File: config.mk
export PLATFORM = sky130hd
export DESIGN_NAME = wb_stage
export DESIGN_NICKNAME = d
export VERILOG_FILES = /design/src/rtl/wb_stage.sv
export SDC_FILE = /design/constraint.sdc
export NUM_CORES = 1
export LEC_CHECK = 0
export CORE_ASPECT_RATIO = 0.5
export CORE_MARGIN = 1
export CORE_UTILIZATION = 49
export DETAILED_ROUTE_END_ITERATION = 8
export PLACE_DENSITY = 0.76
export REMOVE_ABC_BUFFERS = 1
export SKIP_LAST_GASP = 1
export SYNTH_ARGS = -nofsm -noshare
export SYNTH_HDL_FRONTEND = slang
export SYNTH_SLANG_ARGS = --single-unit
File: constraint.sdc
create_clock -name clk_i -period 4.4 [get_ports clk_i]
set_input_delay 0.88 -clock clk_i [delete_from_list [all_inputs] [get_ports clk_i]]
set_output_delay 0.88 -clock clk_i [all_outputs]
set_load 0.01 [all_outputs]
File: src/rtl/wb_stage.sv
// Writeback stage: retire buffer feeding the register-file write ports, plus jump redirect/flush and halt.
// Optional feature: define WB_BYPASS_EN to let an entry commit in its push cycle when the buffer is empty.
module wb_stage #(
  parameter int REGI_BITS    = 4,
  parameter int VECT_BITS    = 2,
  parameter int REGI_SIZE    = 16,
  parameter int VECT_SIZE    = 8,
  parameter int ELEM_SIZE    = 8,
  parameter int FIFO_DEPTH   = 2,
  parameter int FLUSH_CYCLES = 3
) (
  input  logic                           clk_i,
  input  logic                           rst_i,
  input  logic                           mem_valid_i,
  output logic                           mem_ready_o,
  input  logic                           int_we_i,
  input  logic [REGI_BITS-1:0]           int_dest_i,
  input  logic [REGI_SIZE-1:0]           int_data_i,
  input  logic                           vec_we_i,
  input  logic [VECT_BITS-1:0]           vec_dest_i,
  input  logic [ELEM_SIZE*VECT_SIZE-1:0] vec_data_i,
  input  logic                           jump_en_i,
  input  logic [9:0]                     jump_addr_i,
  input  logic                           end_i,
  input  logic                           rf_ready_i,
  output logic                           int_we_o,
  output logic [REGI_BITS-1:0]           int_dest_o,
  output logic [REGI_SIZE-1:0]           int_wd_o,
  output logic                           vec_we_o,
  output logic [VECT_BITS-1:0]           vec_dest_o,
  output logic [ELEM_SIZE*VECT_SIZE-1:0] vec_wd_o,
  output logic                           redirect_o,
  output logic [REGI_SIZE-1:0]           redirect_pc_o,
  output logic                           flush_o,
  output logic                           halted_o
);
  localparam int PTR_W = (FIFO_DEPTH > 1) ? $clog2(FIFO_DEPTH) : 1;
  localparam int CNT_W = PTR_W + 1;
  localparam int VEC_W = ELEM_SIZE * VECT_SIZE;
  localparam int FC_W  = (FLUSH_CYCLES > 0) ? $clog2(FLUSH_CYCLES + 1) : 1;

  typedef struct packed {
    logic                 int_we;
    logic [REGI_BITS-1:0] int_dest;
    logic [REGI_SIZE-1:0] int_data;
    logic                 vec_we;
    logic [VECT_BITS-1:0] vec_dest;
    logic [VEC_W-1:0]     vec_data;
    logic                 jump_en;
    logic [9:0]           jump_addr;
    logic                 end_f;
  } entry_t;

  typedef enum logic [1:0] {S_RUN, S_FLUSH, S_HALT} state_t;

  entry_t           fifo_mem [FIFO_DEPTH];
  entry_t           in_entry, cm_entry;
  logic [PTR_W-1:0] wr_ptr_q, wr_ptr_d, rd_ptr_q, rd_ptr_d;
  logic [CNT_W-1:0] count_q, count_d;
  logic [FC_W-1:0]  fcnt_q, fcnt_d;
  state_t           state_q, state_d;
  logic             alive_q;
  logic             empty, full, accept, push, pop, bypass, commit;

  assign in_entry = '{int_we: int_we_i, int_dest: int_dest_i, int_data: int_data_i,
                      vec_we: vec_we_i, vec_dest: vec_dest_i, vec_data: vec_data_i,
                      jump_en: jump_en_i, jump_addr: jump_addr_i, end_f: end_i};

  assign empty       = (count_q == '0);
  assign full        = (count_q == CNT_W'(FIFO_DEPTH));
  // alive_q keeps ready low until the first clock after reset release
  assign mem_ready_o = alive_q & !full & (state_q != S_HALT);
  assign accept      = mem_valid_i & mem_ready_o;

`ifdef WB_BYPASS_EN
  assign bypass = accept & empty & rf_ready_i & (state_q == S_RUN);
`else
  assign bypass = 1'b0;
`endif

  assign pop      = !empty & rf_ready_i & (state_q == S_RUN);
  assign commit   = pop | bypass;
  assign cm_entry = bypass ? in_entry : fifo_mem[rd_ptr_q];
  // Entries accepted while flushing are wrong-path and never stored
  assign push     = accept & (state_q == S_RUN) & !bypass;

  always_comb begin
    state_d  = state_q;
    fcnt_d   = fcnt_q;
    wr_ptr_d = push ? wr_ptr_q + 1'b1 : wr_ptr_q;
    rd_ptr_d = pop ? rd_ptr_q + 1'b1 : rd_ptr_q;
    count_d  = count_q + CNT_W'(push) - CNT_W'(pop);
    case (state_q)
      S_RUN: begin
        if (commit && cm_entry.jump_en) begin
          wr_ptr_d = '0;
          rd_ptr_d = '0;
          count_d  = '0;
          fcnt_d   = FC_W'(FLUSH_CYCLES);
          state_d  = S_FLUSH;
        end
        if (commit && cm_entry.end_f) state_d = S_HALT;
      end
      S_FLUSH: begin
        if (fcnt_q == '0) begin
          state_d = S_RUN;
        end else if (accept) begin
          fcnt_d = fcnt_q - 1'b1;
          if (fcnt_q == FC_W'(1)) state_d = S_RUN;
        end
      end
      S_HALT:  state_d = S_HALT;
      default: state_d = S_RUN;
    endcase
  end

  always_ff @(posedge clk_i or negedge rst_i) begin
    if (!rst_i) begin
      state_q  <= S_RUN;
      fcnt_q   <= '0;
      wr_ptr_q <= '0;
      rd_ptr_q <= '0;
      count_q  <= '0;
      alive_q  <= 1'b0;
    end else begin
      state_q  <= state_d;
      fcnt_q   <= fcnt_d;
      wr_ptr_q <= wr_ptr_d;
      rd_ptr_q <= rd_ptr_d;
      count_q  <= count_d;
      alive_q  <= 1'b1;
    end
  end

  always_ff @(posedge clk_i) begin
    if (push) fifo_mem[wr_ptr_q] <= in_entry;
  end

  // Dest/data are forced to zero unless their strobe is active
  assign int_we_o      = commit & cm_entry.int_we;
  assign int_dest_o    = int_we_o ? cm_entry.int_dest : '0;
  assign int_wd_o      = int_we_o ? cm_entry.int_data : '0;
  assign vec_we_o      = commit & cm_entry.vec_we;
  assign vec_dest_o    = vec_we_o ? cm_entry.vec_dest : '0;
  assign vec_wd_o      = vec_we_o ? cm_entry.vec_data : '0;
  assign redirect_o    = commit & cm_entry.jump_en & (state_q == S_RUN);
  assign redirect_pc_o = redirect_o ? REGI_SIZE'(cm_entry.jump_addr) : '0;
  assign flush_o       = (state_q == S_FLUSH);
  assign halted_o      = (state_q == S_HALT);
endmodule

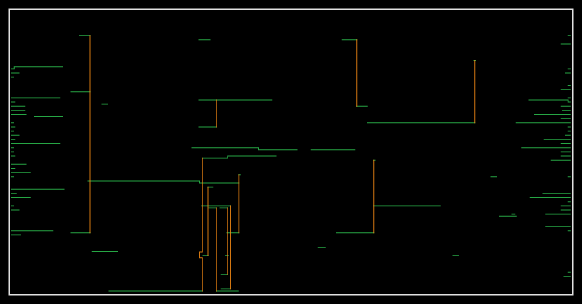
run_1/metal_stack.png
Two of the layers only.
legend:
  green:
    layer: met3
    wire_length: 637 um
  orange:
    layer: met4
    wire_length: 302 um
aggregate global-route resource usage: 18.7%
routed vias: 4,632
WL final: 16.0 mm
detailed-route wire length per cell: 17.1 um

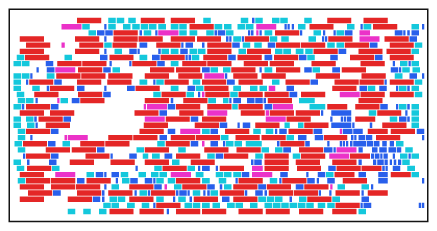
run_1/cell_classes.png
legend:
  cyan:
    class: other buffers and delay cells
    cells: 213
  red:
    class: flops
    cells: 209
  blue:
    class: all other logic
    cells: 256
  magenta:
    class: clock drivers and dummy loads
    cells: 33

==> impl_metrics.ini, run 1 <==
; implementation run metrics
[synthesis]
syn_avg_cell_area_um2 = 16.7
synth_flops = 209
synthDominantCellAreaShare_pct = 73.9
top_cell = edfxtp_1
edf_count = 200

[power]
switching_share_pct = 26.5
power_mw = 5.20
power_density_nw_per_um2 = 473
clkPwrFrac_pct = 28.8

[layout]
num-nonclk-buffers = 213
mostFrequentLayoutCells = clkdlybuf4s50_1, edfxtp_1, nor2_1
buffer_area_share_pct = 19.6
final_cells = 932
seqCellArea_um2 = 6230
comb.multi_input.count = 246

[outcome]
status = completed

[floorplan]
die_y_um = 93.1
num_rows = 32

[clocking]
clock_sinks = 209
clock.latency.late_pin_ns = 0.48
ctsResizeCount = 0
clockRootBuffer = clkbuf_16
ctsHoldBuffers = 0

[setup_path]
r2r_setup_slack_ns = 2.20
crit_required_ns = 3.52

[final_timing]
max_freq_ghz = 0.249
fin_hold_ws_ns = 0.591
final.min_clock_period_ns = 4.02
maxSlewHeadroom_pct = 45.5

[detailed_routing]
met3_wirelength_um = 636

[placed_design]
gp_congestion = 0.796
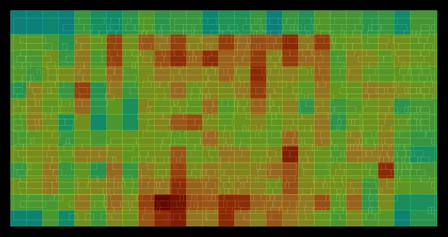
run_1/final_congestion.png
Post-Route Utilization: 69.4%
GRT met1 Usage: 21.8%
GR peak layer: met2

[run 1: worst max-delay path, cell delays in order]
cell	delay (ns)
clkdlybuf4s50_1	0.50
o21ai_2	0.09
nor3_4	0.24
nand2_2	0.35
buf_4	0.33
nor2_1	0.15
clkdlybuf4s50_1	0.58
[run 1: cells by family (layout without fill, tap and decap cells)]
family	after synthesis	after routing	synth area share, %
and+or+nand+nor	120	120	6.04
adders and majority gates	6	6	0.924
other	2	7	0.0924
AOI/OAI and AO/OA	9	9	0.770
muxes	102	102	12.6
buffers and inverters	38	256	2.65
xor gates and xnor gates	2	2	0.216
DFF	209	209	76.7
[run 1: registers in the layout, summed over array words and instances (netlist names)]
register and count:
alive_q 1, count_q 2, fcnt_q 2, fifo_mem 200
rd_ptr_q 1, state_q 2, wr_ptr_q 1
run_1/pins.png
Pins as bars across the die edge, other pins in grey.
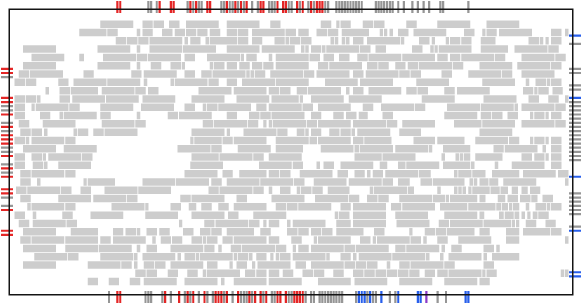

==> inputs of run 2 (changes only) <==
--- a/config.mk
+++ b/config.mk
@@ -7,10 +7,11 @@
 export LEC_CHECK = 0
 export CORE_ASPECT_RATIO = 0.5
 export CORE_MARGIN = 1
-export CORE_UTILIZATION = 49
+export CORE_UTILIZATION = 55
 export DETAILED_ROUTE_END_ITERATION = 8
-export PLACE_DENSITY = 0.76
-export REMOVE_ABC_BUFFERS = 1
+export DONT_BUFFER_PORTS = 1
+export GPL_ROUTABILITY_DRIVEN = 0
+export PLACE_DENSITY = 0.66
 export SKIP_LAST_GASP = 1
 export SYNTH_ARGS = -nofsm -noshare
 export SYNTH_HDL_FRONTEND = slang
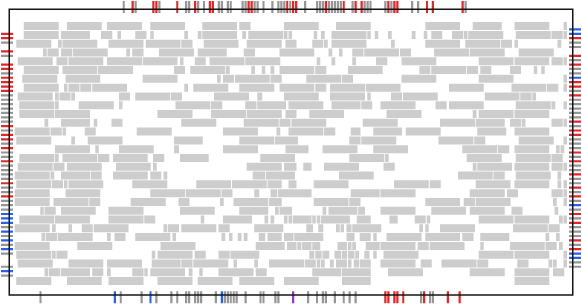
run_2/pins.png
Pins as bars across the die edge, other pins in grey.
legend:
  red:
    port: vec_data_i
    pins: 64
    direction: input
    edge: 22 top, 18 right, 16 left, 8 bottom
  purple:
    port: end_i
    pins: 1
    direction: input
    edge: bottom
  blue:
    port: redirect_pc_o
    pins: 16
    direction: output
    edge: 7 left, 6 right, 3 bottom
all pins by edge: 61 top, 54 right, 52 left, 45 bottom

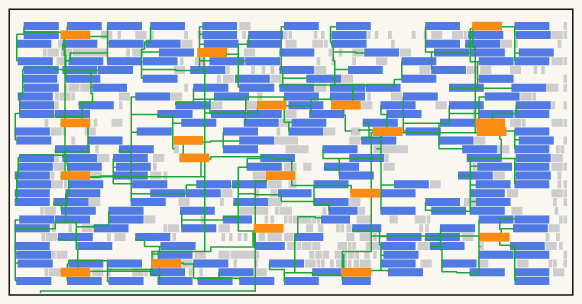
run_2/clock_map.png
legend:
  green:
    item: clock wires
    length: 2,130 um
  orange:
    item: cells driving clock nets
    count: 19
  blue:
    item: flip-flops
    count: 209
routed clock nets: 20
flops lie: spread over the die

==> run 2 against run 1 <==
  * Clock power up 5%
  * Global-route usage decreased by 1.4 points
  * Die size is 11% lower
  * Critical path type is now reg2out
  * Critical path depth is 3 lower
==> impl_metrics.ini, run 2 <==
; implementation run metrics
[layout]
lay_top_count = edfxtp_1
post-route-util_pct = 63.6
final_cell_area_um2 = 8880
regMostFlops = fifo_mem
mostFrequentLayoutCells = edfxtp_1, nor2_1, mux2i_1
buffer_area_share_pct = 0.704
seqCellArea_um2 = 6230
final_cells = 694

[synthesis]
synth.logic.top_family = multiplexers
syn_avg_cell_area_um2 = 16.7
top_cells_by_area = edfxtp_1, mux2i_1, nor2_1, dfrtp_1, ha_1
synth-adder-area-share_pct = 0.924
ys_sh_mux_pct = 12.6
synthDominantCellAreaShare_pct = 73.9
top_cell = edfxtp_1
synth.cellmix.compoundShare_pct = 0.770
synth_flops = 209
edf_count = 200
synth-xor-area-share_pct = 0.216
synth_simple_gate_area_share_pct = 6.04
ys_types = 30

[setup_path]
crit_required_ns = 3.52
worstPathCellList = buf_4 > mux2_2 > nand2_1 > inv_1
slowest_stage = buf_4
crit_path_max_incr_delay_ns = 0.55
r2r_setup_slack_ns = 1.87
arrival_ns = 2.57

[global_routing]
grt_pass1_wl_mm = 19.9

[final_timing]
fin_hold_ws_ns = 0.0791
tightest_slew_ns = 1.10
max_freq_ghz = 0.289
final.min_clock_period_ns = 3.45
maxSlewHeadroom_pct = 26.5

[detailed_routing]
viasPerCell = 5.44
drt_wl_total_mm = 13.5
drc = 0
vias = 3777
wl_per_cell_um = 19.5

[outcome]
status = completed

[clocking]
ctsHoldBuffers = 0
clock.latency.late_pin_ns = 0.49
ctsResizeCount = 0

[worst_hold_path]
hold_path_class = in2async

[floorplan]
num_rows = 30

[power]
power_mw = 4.96
run 2: per-layer routing:
metal | global-route usage [%] | vias to the layer above | share of wire (%)
met3 | 8.55 | 17 | 11
met5 | 0 | - | 0
met2 | 28.2 | 148 | 47
met4 | 4.15 | 0 | 1.6
li1 | - | 1778 | -
met1 | 20.9 | 1834 | 40
run 2: power breakdown:
| group | leakage [nW] | switching, mW | internal, mW |
|---|---|---|---|
| registers | 1.91 | 0.0702 | 2.37 |
| logic | 0.852 | 0.583 | 0.375 |
| clock network | 0.292 | 0.661 | 0.904 |
| total | 3.05 | 1.31 | 3.65 |
run 2: worst max-delay path: cells and delay by family (launching register included):
family | cells | cell delay (ns)
simple gates | 1 | 0.40
flops | 1 | 0.43
buf+inv | 2 | 0.82
mux | 1 | 0.43
Power is estimated from default activity; no workload was simulated.
